**src/rtl/cpu_io_pkg.sv**
```systemverilog
// Shared definitions for the CPU runtime UART I/O blocks (input_manager and
// output_manager). Optional macro UART_PARITY_EN adds the R_PARITY state
// used by 8E1 framing.
package cpu_io_pkg;

  // Default baud divider: 100 MHz system clock, 115200 baud.
  localparam int CLK_PER_BIT_115200 = 868;

  // Bytes assembled for a READI/READF word.
  localparam int BYTES_PER_WORD = 4;

  typedef enum logic [2:0] {
    R_IDLE,
    R_START,
    R_DATA,
    R_STOP
`ifdef UART_PARITY_EN
    ,
    R_PARITY
`endif
  } rx_state_t;

  typedef enum logic [1:0] {
    A_IDLE,
    A_COLLECT,
    A_DONE
  } asm_state_t;

endpackage

```
**src/rtl/uart_rx_byte.sv**
```systemverilog
// UART byte receiver: 2-flop synchroniser, start/data/stop FSM, bit timing.
// Emits a one-cycle byte_valid_o pulse per good frame; byte_data_o stays
// stable until the next frame starts shifting in.
// Optional macro UART_PARITY_EN: 8E1 framing with an even-parity check.
module uart_rx_byte
  import cpu_io_pkg::*;
#(
  parameter int CLK_PER_BIT = CLK_PER_BIT_115200
) (
  input  logic       clk_i,
  input  logic       rst_ni,
  input  logic       rx_i,
  input  logic       enable_i,
  output logic       byte_valid_o,
  output logic [7:0] byte_data_o,
  output logic       frame_err_pulse_o
`ifdef UART_PARITY_EN
  ,
  output logic       parity_err_pulse_o
`endif
);

  localparam int CW = $clog2(CLK_PER_BIT + 1);
  localparam logic [CW-1:0] HALF_M1 = CW'(CLK_PER_BIT / 2 - 1);
  localparam logic [CW-1:0] FULL_M1 = CW'(CLK_PER_BIT - 1);
  localparam logic [CW-1:0] CNT_ONE = CW'(1);

  logic            rx_meta_q, rx_sync_q, rx_prev_q;
  rx_state_t       state_q, state_d;
  logic [CW-1:0]   cnt_q, cnt_d;
  logic [2:0]      bit_q, bit_d;
  logic [7:0]      shift_q, shift_d;
  logic            byte_valid_q, byte_valid_d;
  logic            frame_err_q, frame_err_d;
`ifdef UART_PARITY_EN
  logic            par_bad_q, par_bad_d;
  logic            parity_err_q, parity_err_d;
`endif

  // Synchronise the asynchronous line; reset to idle-high so no false start.
  always_ff @(posedge clk_i or negedge rst_ni) begin
    if (!rst_ni) begin
      rx_meta_q <= 1'b1;
      rx_sync_q <= 1'b1;
      rx_prev_q <= 1'b1;
    end else begin
      rx_meta_q <= rx_i;
      rx_sync_q <= rx_meta_q;
      rx_prev_q <= rx_sync_q;
    end
  end

  // Receiver next-state, bit timing and result pulses.
  always_comb begin
    state_d      = state_q;
    cnt_d        = cnt_q;
    bit_d        = bit_q;
    shift_d      = shift_q;
    byte_valid_d = 1'b0;
    frame_err_d  = 1'b0;
`ifdef UART_PARITY_EN
    par_bad_d    = par_bad_q;
    parity_err_d = 1'b0;
`endif
    case (state_q)
      R_IDLE: begin
        cnt_d = '0;
        bit_d = '0;
        // ENABLE only gates new frames; a running frame always completes.
        if (enable_i && rx_prev_q && !rx_sync_q) state_d = R_START;
      end
      R_START: begin
        if (cnt_q == HALF_M1) begin
          cnt_d   = '0;
          state_d = rx_sync_q ? R_IDLE : R_DATA;
        end else begin
          cnt_d = cnt_q + CNT_ONE;
        end
      end
      R_DATA: begin
        if (cnt_q == FULL_M1) begin
          cnt_d   = '0;
          shift_d = {rx_sync_q, shift_q[7:1]};
          bit_d   = bit_q + 3'd1;
          if (bit_q == 3'd7) begin
`ifdef UART_PARITY_EN
            state_d = R_PARITY;
`else
            state_d = R_STOP;
`endif
          end
        end else begin
          cnt_d = cnt_q + CNT_ONE;
        end
      end
`ifdef UART_PARITY_EN
      R_PARITY: begin
        if (cnt_q == FULL_M1) begin
          cnt_d     = '0;
          par_bad_d = rx_sync_q ^ (^shift_q);
          state_d   = R_STOP;
        end else begin
          cnt_d = cnt_q + CNT_ONE;
        end
      end
`endif
      R_STOP: begin
        if (cnt_q == FULL_M1) begin
          cnt_d   = '0;
          state_d = R_IDLE;
          if (!rx_sync_q) frame_err_d = 1'b1;
`ifdef UART_PARITY_EN
          else if (par_bad_q) parity_err_d = 1'b1;
`endif
          else byte_valid_d = 1'b1;
        end else begin
          cnt_d = cnt_q + CNT_ONE;
        end
      end
      default: state_d = R_IDLE;
    endcase
  end

  // Control state of the receiver.
  always_ff @(posedge clk_i or negedge rst_ni) begin
    if (!rst_ni) begin
      state_q      <= R_IDLE;
      cnt_q        <= '0;
      bit_q        <= '0;
      byte_valid_q <= 1'b0;
      frame_err_q  <= 1'b0;
`ifdef UART_PARITY_EN
      par_bad_q    <= 1'b0;
      parity_err_q <= 1'b0;
`endif
    end else begin
      state_q      <= state_d;
      cnt_q        <= cnt_d;
      bit_q        <= bit_d;
      byte_valid_q <= byte_valid_d;
      frame_err_q  <= frame_err_d;
`ifdef UART_PARITY_EN
      par_bad_q    <= par_bad_d;
      parity_err_q <= parity_err_d;
`endif
    end
  end

  // Data shift register; only qualified by byte_valid, so no reset needed.
  always_ff @(posedge clk_i) begin
    shift_q <= shift_d;
  end

  assign byte_valid_o      = byte_valid_q;
  assign byte_data_o       = shift_q;
  assign frame_err_pulse_o = frame_err_q;
`ifdef UART_PARITY_EN
  assign parity_err_pulse_o = parity_err_q;
`endif

endmodule

```
**src/rtl/input_manager.sv**
```systemverilog
// Runtime UART input path for the multicycle CPU: receiver -> byte FIFO ->
// big-endian word/byte assembler with a one-cycle rd_valid pulse.
// Optional macro UART_PARITY_EN: 8E1 frames and a sticky parity_err output.
module input_manager
  import cpu_io_pkg::*;
#(
  parameter int CLK_PER_BIT = CLK_PER_BIT_115200,
  parameter int FIFO_DEPTH  = 512,
  parameter int FIFO_AW     = $clog2(FIFO_DEPTH)
) (
  input  logic             CLK,
  input  logic             RST_N,
  input  logic             UART_RX,
  input  logic             ENABLE,
  input  logic             rd_req,
  input  logic             rd_word,
  output logic             rd_valid,
  output logic [31:0]      rd_data,
  output logic [FIFO_AW:0] fifo_count,
  output logic             overrun,
  output logic             frame_err
`ifdef UART_PARITY_EN
  ,
  output logic             parity_err
`endif
);

  localparam logic [FIFO_AW:0]   CNT_ONE  = (FIFO_AW + 1)'(1);
  localparam logic [FIFO_AW:0]   CNT_FULL = (FIFO_AW + 1)'(FIFO_DEPTH);
  localparam logic [FIFO_AW-1:0] PTR_ONE  = FIFO_AW'(1);

  logic       byte_valid;
  logic [7:0] byte_data;
  logic       frame_err_pulse;
`ifdef UART_PARITY_EN
  logic       parity_err_pulse;
  logic       parity_err_q;
`endif

  uart_rx_byte #(
    .CLK_PER_BIT(CLK_PER_BIT)
  ) u_rx (
    .clk_i             (CLK),
    .rst_ni            (RST_N),
    .rx_i              (UART_RX),
    .enable_i          (ENABLE),
    .byte_valid_o      (byte_valid),
    .byte_data_o       (byte_data),
    .frame_err_pulse_o (frame_err_pulse)
`ifdef UART_PARITY_EN
    ,
    .parity_err_pulse_o(parity_err_pulse)
`endif
  );

  // FIFO storage and pointers
  logic [7:0]         mem_q [FIFO_DEPTH];
  logic [FIFO_AW-1:0] wr_ptr_q, rd_ptr_q;
  logic [FIFO_AW:0]   count_q, count_d;
  logic               full, empty, push, pop;
  logic [7:0]         head;
  logic               overrun_q, frame_err_q;

  // Assembler state
  asm_state_t  asm_q, asm_d;
  logic [2:0]  need_q, need_d;
  logic [31:0] shreg_q, shreg_d;
  logic        rd_valid_q, rd_valid_d;
  logic [31:0] rd_data_q, rd_data_d;

  assign full  = (count_q == CNT_FULL);
  assign empty = (count_q == '0);
  assign push  = byte_valid && !full;
  assign pop   = (asm_q == A_COLLECT) && !empty;
  assign head  = mem_q[rd_ptr_q];

  // Occupancy bookkeeping; simultaneous push and pop leave the count as is.
  always_comb begin
    count_d = count_q;
    case ({push, pop})
      2'b10:   count_d = count_q + CNT_ONE;
      2'b01:   count_d = count_q - CNT_ONE;
      default: count_d = count_q;
    endcase
  end

  // Assembler: latch request size, pop bytes MSB-first, then pulse valid.
  always_comb begin
    asm_d      = asm_q;
    need_d     = need_q;
    shreg_d    = shreg_q;
    rd_valid_d = 1'b0;
    rd_data_d  = rd_data_q;
    case (asm_q)
      A_IDLE: begin
        if (rd_req) begin
          need_d  = rd_word ? 3'(BYTES_PER_WORD) : 3'd1;
          shreg_d = '0;
          asm_d   = A_COLLECT;
        end
      end
      A_COLLECT: begin
        if (pop) begin
          shreg_d = {shreg_q[23:0], head};
          need_d  = need_q - 3'd1;
          if (need_q == 3'd1) asm_d = A_DONE;
        end
      end
      A_DONE: begin
        rd_valid_d = 1'b1;
        rd_data_d  = shreg_q;
        asm_d      = A_IDLE;
      end
      default: asm_d = A_IDLE;
    endcase
  end

  // Control registers: pointers, count, sticky flags, assembler, outputs.
  always_ff @(posedge CLK or negedge RST_N) begin
    if (!RST_N) begin
      wr_ptr_q    <= '0;
      rd_ptr_q    <= '0;
      count_q     <= '0;
      overrun_q   <= 1'b0;
      frame_err_q <= 1'b0;
      asm_q       <= A_IDLE;
      need_q      <= '0;
      rd_valid_q  <= 1'b0;
      rd_data_q   <= '0;
    end else begin
      if (push) wr_ptr_q <= wr_ptr_q + PTR_ONE;
      if (pop)  rd_ptr_q <= rd_ptr_q + PTR_ONE;
      count_q     <= count_d;
      overrun_q   <= overrun_q | (byte_valid & full);
      frame_err_q <= frame_err_q | frame_err_pulse;
      asm_q       <= asm_d;
      need_q      <= need_d;
      rd_valid_q  <= rd_valid_d;
      rd_data_q   <= rd_data_d;
    end
  end

`ifdef UART_PARITY_EN
  // Sticky parity error, cleared only by reset.
  always_ff @(posedge CLK or negedge RST_N) begin
    if (!RST_N) parity_err_q <= 1'b0;
    else        parity_err_q <= parity_err_q | parity_err_pulse;
  end
  assign parity_err = parity_err_q;
`endif

  // Byte storage; contents are only meaningful between the pointers.
  always_ff @(posedge CLK) begin
    if (push) mem_q[wr_ptr_q] <= byte_data;
  end

  // Word shift register; cleared on every accepted request.
  always_ff @(posedge CLK) begin
    shreg_q <= shreg_d;
  end

  assign rd_valid   = rd_valid_q;
  assign rd_data    = rd_data_q;
  assign fifo_count = count_q;
  assign overrun    = overrun_q;
  assign frame_err  = frame_err_q;

endmodule

```
**config.mk**
```make
export PLATFORM = sky130hd
export DESIGN_NAME = input_manager
export DESIGN_NICKNAME = d
export VERILOG_FILES = /design/src/rtl/cpu_io_pkg.sv /design/src/rtl/uart_rx_byte.sv /design/src/rtl/input_manager.sv
export SDC_FILE = /design/constraint.sdc
export NUM_CORES = 2
export LEC_CHECK = 0
export CAP_MARGIN = 30
export CORE_MARGIN = 3
export CORE_UTILIZATION = 50
export DETAILED_ROUTE_END_ITERATION = 8
export PLACE_DENSITY_LB_ADDON = 0.12
export SETUP_SLACK_MARGIN = 0.15
export SYNTH_ARGS = -nofsm -noshare
export SYNTH_HDL_FRONTEND = slang
export SYNTH_SLANG_ARGS = --single-unit
```
**constraint.sdc**
```tcl
create_clock -name CLK -period 15.3 [get_ports CLK]
set_clock_uncertainty 0.2 [all_clocks]
set_input_delay 4.59 -clock CLK [delete_from_list [all_inputs] [get_ports CLK]]
set_output_delay 4.59 -clock CLK [all_outputs]
set_load 0.02 [all_outputs]
```
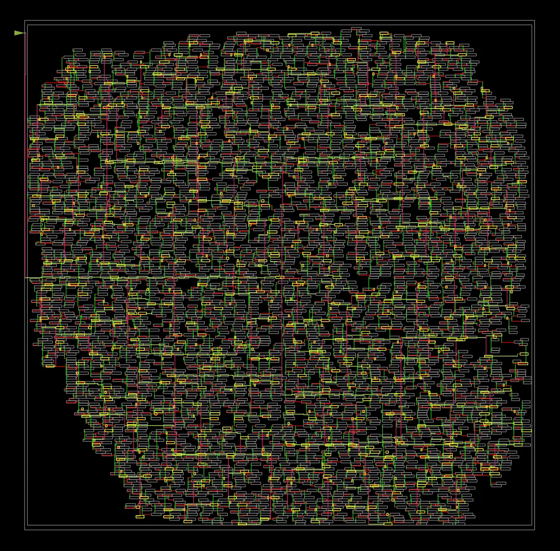
Figure 1: clock routing.
clkbuf count: 530
Latency at later pin: 0.98 ns
Flop Count: 4224

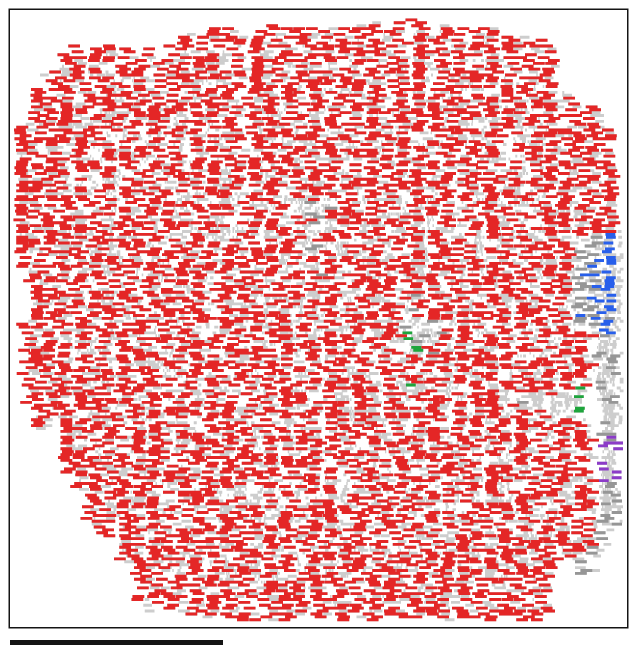
Figure 2: sequential cells colored by netlist name.
Bar = 200 um. Other sequential cells in the stronger gray, the rest of the logic in the fainter gray.
Key: rd_data = blue [flops 32, where middle right]; wr_ptr_q = green [flops 9]; mem_q = red [flops 4096, where all over the die]; u_rx.cnt_q = purple [flops 10, where lower right]
Another 77 sequential cells are not colored.

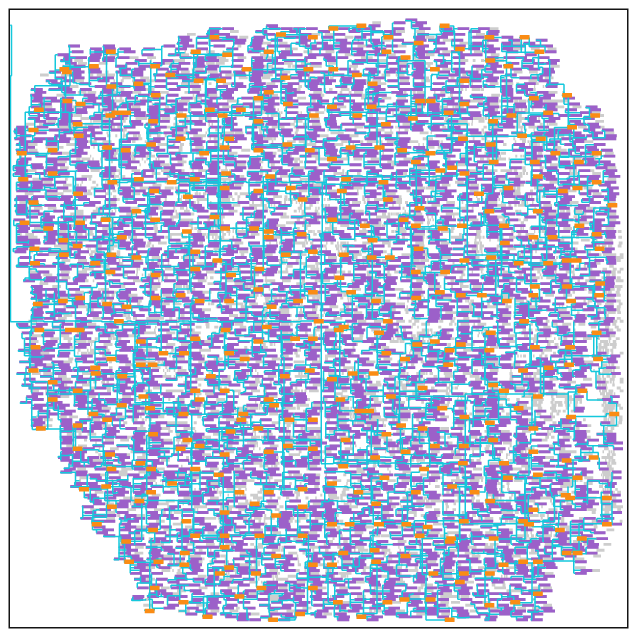
Figure 3: routed clock nets over the placement.
Key: clock wires = cyan [length 47.7 mm]; clock-net drivers = orange [count 430]; flip-flops = purple [count 4224]
There are 431 routed clock nets. Position of the flops: all over the die.
Clock power frac: 45.1%
clock-net power: 10.3 mW

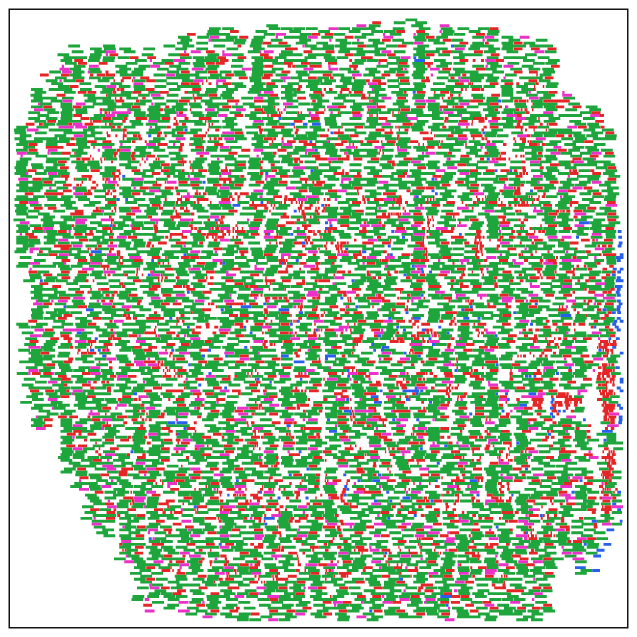
Figure 4: placed cells, one color a class.
Key: remaining buffers and delay cells = blue [cells 292]; remaining logic cells = red [cells 3126]; clock drivers and dummy loads = magenta [cells 778]; registers = green [cells 4224]

-- power by group through the flow --
stage               Sequential [mW]  Combinational, mW  Clock [mW]
global placement               12.8             0.0106           0
floorplan                      12.8            0.00336           0
finish                         12.5             0.0113        10.3
detailed placement             12.8             0.0107           0
global route                   12.5             0.0131        10.9
CTS                            12.5             0.0108        10.4
-- placed cells by master (no fill, tap or decap), drive strengths merged, types with 35 or more instances in the layout --
master	n
a22oi	123
mux4	946
clkinv	191
bufinv	38
o22ai	68
mux2	47
a21oi	147
a22o	35
clkdlybuf4s50	49
nand3	51
nor3	37
o21ai	105
nand2	198
clkbuf	531
edfxtp	4136
buf	242
nor2	609
a221oi	96
dfrtp	85
mux2i	294
-- worst max path at each step --
| stage | startpoint | slack (ns) | cells past startpoint | endpoint |
|---|---|---|---|---|
| floorplan | u_rx.byte_data_o[1]$_DFFE_PP_ | 7.49 | 0 | mem_q[0][1]$_DFFE_PP_ |
| global placement | rd_ptr_q[3]$_DFFE_PN0P_ | 8.16 | 10 | shreg_q[0]$_SDFFCE_PN0P_ |
| detailed placement | rd_req | 8.79 | 5 | shreg_q[7]$_SDFFCE_PN0P_ |
| CTS | fifo_count[0]$_DFFE_PN0P_ | 8.36 | 1 | fifo_count[0] |
| global route | fifo_count[0]$_DFFE_PN0P_ | 8.31 | 1 | fifo_count[0] |
| finish | fifo_count[0]$_DFFE_PN0P_ | 8.44 | 1 | fifo_count[0] |
-- registers in the layout (all words and copies together), names as in the netlist, 2 cells and up --
register / count
mem_q: 4096
rd_data: 32
shreg_q: 32
fifo_count: 10
u_rx.cnt_q: 10
rd_ptr_q: 9
wr_ptr_q: 9
u_rx.byte_data_o: 8
need_q: 3
u_rx.bit_q: 3
asm_q: 2
u_rx.state_q: 2
-- through the flow --
step                hold WS (ns)  worst slack [ns]  area (um2)  util (%)  std cells
finish                     0.161              8.44      184000      56.4      12772
global route               0.166              8.31      184000      56.4      12746
global placement           0.150              8.16      169000      52.0      11920
CTS                        0.164              8.36      183000      56.3      12730
floorplan                  0.145              7.49      164000         -       7831
detailed placement         0.153              8.79      170000      52.1      11952
-- final cells by class --
class / count / area share (%)
Tap cell: 4325 / 2.95
Multi-Input combinational cell: 3102 / 19.1
Clock inverter: 248 / 1.28
Clock buffer: 530 / 6.15
Sequential cell: 4224 / 68.8
Antenna cell: 27 / 0.0368
Inverter: 24 / 0.0552
Timing Repair Buffer: 292 / 1.56
-- cell families after synthesis --
| kind of cell | Yosys count | synth area share (%) |
|---|---|---|
| compound gates | 751 | 3.20 |
| simple gates | 1013 | 2.59 |
| xor+xnor | 30 | 0.160 |
| fa+ha+maj | 21 | 0.165 |
| mux | 1287 | 15.1 |
| flops | 4224 | 77.0 |
| buf+inv | 505 | 1.83 |
-- layer usage --
metal / GRT usage [%] / up-vias
met5: 0 / -
met4: 9.61 / 8
met3: 6.41 / 852
met2: 42.9 / 4694
met1: 41.2 / 45146
li1: - / 33156
==> summary.txt <==
flow finished, numbers: chip area 335000 um2, slew at the pin closest to its max-slew limit 1.34 ns, end point of the most critical hold path u_rx.rx_sync_q$_DFF_PN1_, f_max 0.146 GHz, top sig layer met5, Hold Path Origin u_rx.rx_meta_q$_DFF_PN1_, clk sinks 4224, reg-to-reg startpoint rd_ptr_q[0]$_DFFE_PN0P_, library cell occupying the most area in the post-synthesis netlist sky130_fd_sc_hd__edfxtp_1, number of cells in Yosys stat 7831, ys flops 4224, Layout area overhead 11.8%, Data arrival, critical path 2.07 ns, power after layout 22.8 mW, wirelength, routed 475000 um, cell depth of the worst flop-to-flop path 10, Global Route Usage Sum 28.4%, net switching component of the power 4.42 mW, slowest stage cell on the critical path sky130_fd_sc_hd__clkdlybuf4s50_1, number of enable flip-flop cells 4136, post-CTS setup buffer count 0, status finished clean, CP Capture Type primary output, maximum number of pins on one net before global-route repair 199, peak fanout along the critical path 5, maximum clock path buffer count 4, CTS tree yes, net count of the finished layout 8101, RSZ-0062 raised after global routing false, total internal power 18.4 mW, Final Hold Viols 0, average size of a mapped cell 21.0 um2, Overflow after GRT 0, number of placement rows 209, Worst Setup Path Type flip-flop to primary output, Worst Hold Depth 0, number of violations of the max-capacitance limit 0, register clock-pin slew on the reported worst setup and hold paths 0.06 ns, Top cell area share 75.6%, max-slew violations 0, Vias/cell 6.57, count of nets left with antenna violations after detail routing 0, Relative slew margins 11.0%, total number of vias 83856, Detail Route met2 WL 219000 um, routed wl met3 49600 um, synth unique cells 80, Synthesized Nets 7858, Lkg Pwr 55.4 nW, number of levels in the clock H-tree 5, tool warnings 71, Switching Fraction 19.4%, Critical path buffers and inverters 1, family with the most delay on the worst path buffers and inverters, drt first pass iters 6, Commonest cells post-synth sky130_fd_sc_hd__edfxtp_1 (4136), sky130_fd_sc_hd__mux4_2 (941), sky130_fd_sc_hd__nor2_1 (609), post-CTS resize count 0, met1 WL 188000 um, layout filler cell count 24211, post-route DRC violation count 0, I/O pin cnt 51, register-to-register path setup slack 8.77 ns, hpwl dp 279000 um, initial cell density of the core 50.4%, ys flop type sky130_fd_sc_hd__edfxtp_1, number of buffers added by the clock tree synthesis step 430, Yosys Chip Area 164000 um2, Logic pwr share 0%, largest cells by area after synthesis sky130_fd_sc_hd__edfxtp_1 (76%), sky130_fd_sc_hd__mux4_2 (13%), sky130_fd_sc_hd__mux2i_1 (1.8%), area occupied by multi-input gates 35100 um2, final setup violation count 0, worst r2r dst shreg_q[0]$_SDFFCE_PN0P_, portion of the post-synthesis area used by sequential elements 77.0%, Yosys warning count 0, Final GP Congestion 0.862, clock tree root buffer cell sky130_fd_sc_hd__clkbuf_16, via count of the first global-routing pass 82530, relative contribution of sequential cells to total power 54.8%, critical path, cell by cell clkdlybuf4s50_1, CTS Hold Bufs 0, final period demand of the worst path 6.86 ns, routed length per instance 37.2 um
Power figures rest on the tool's default switching activity, not on a simulated workload.
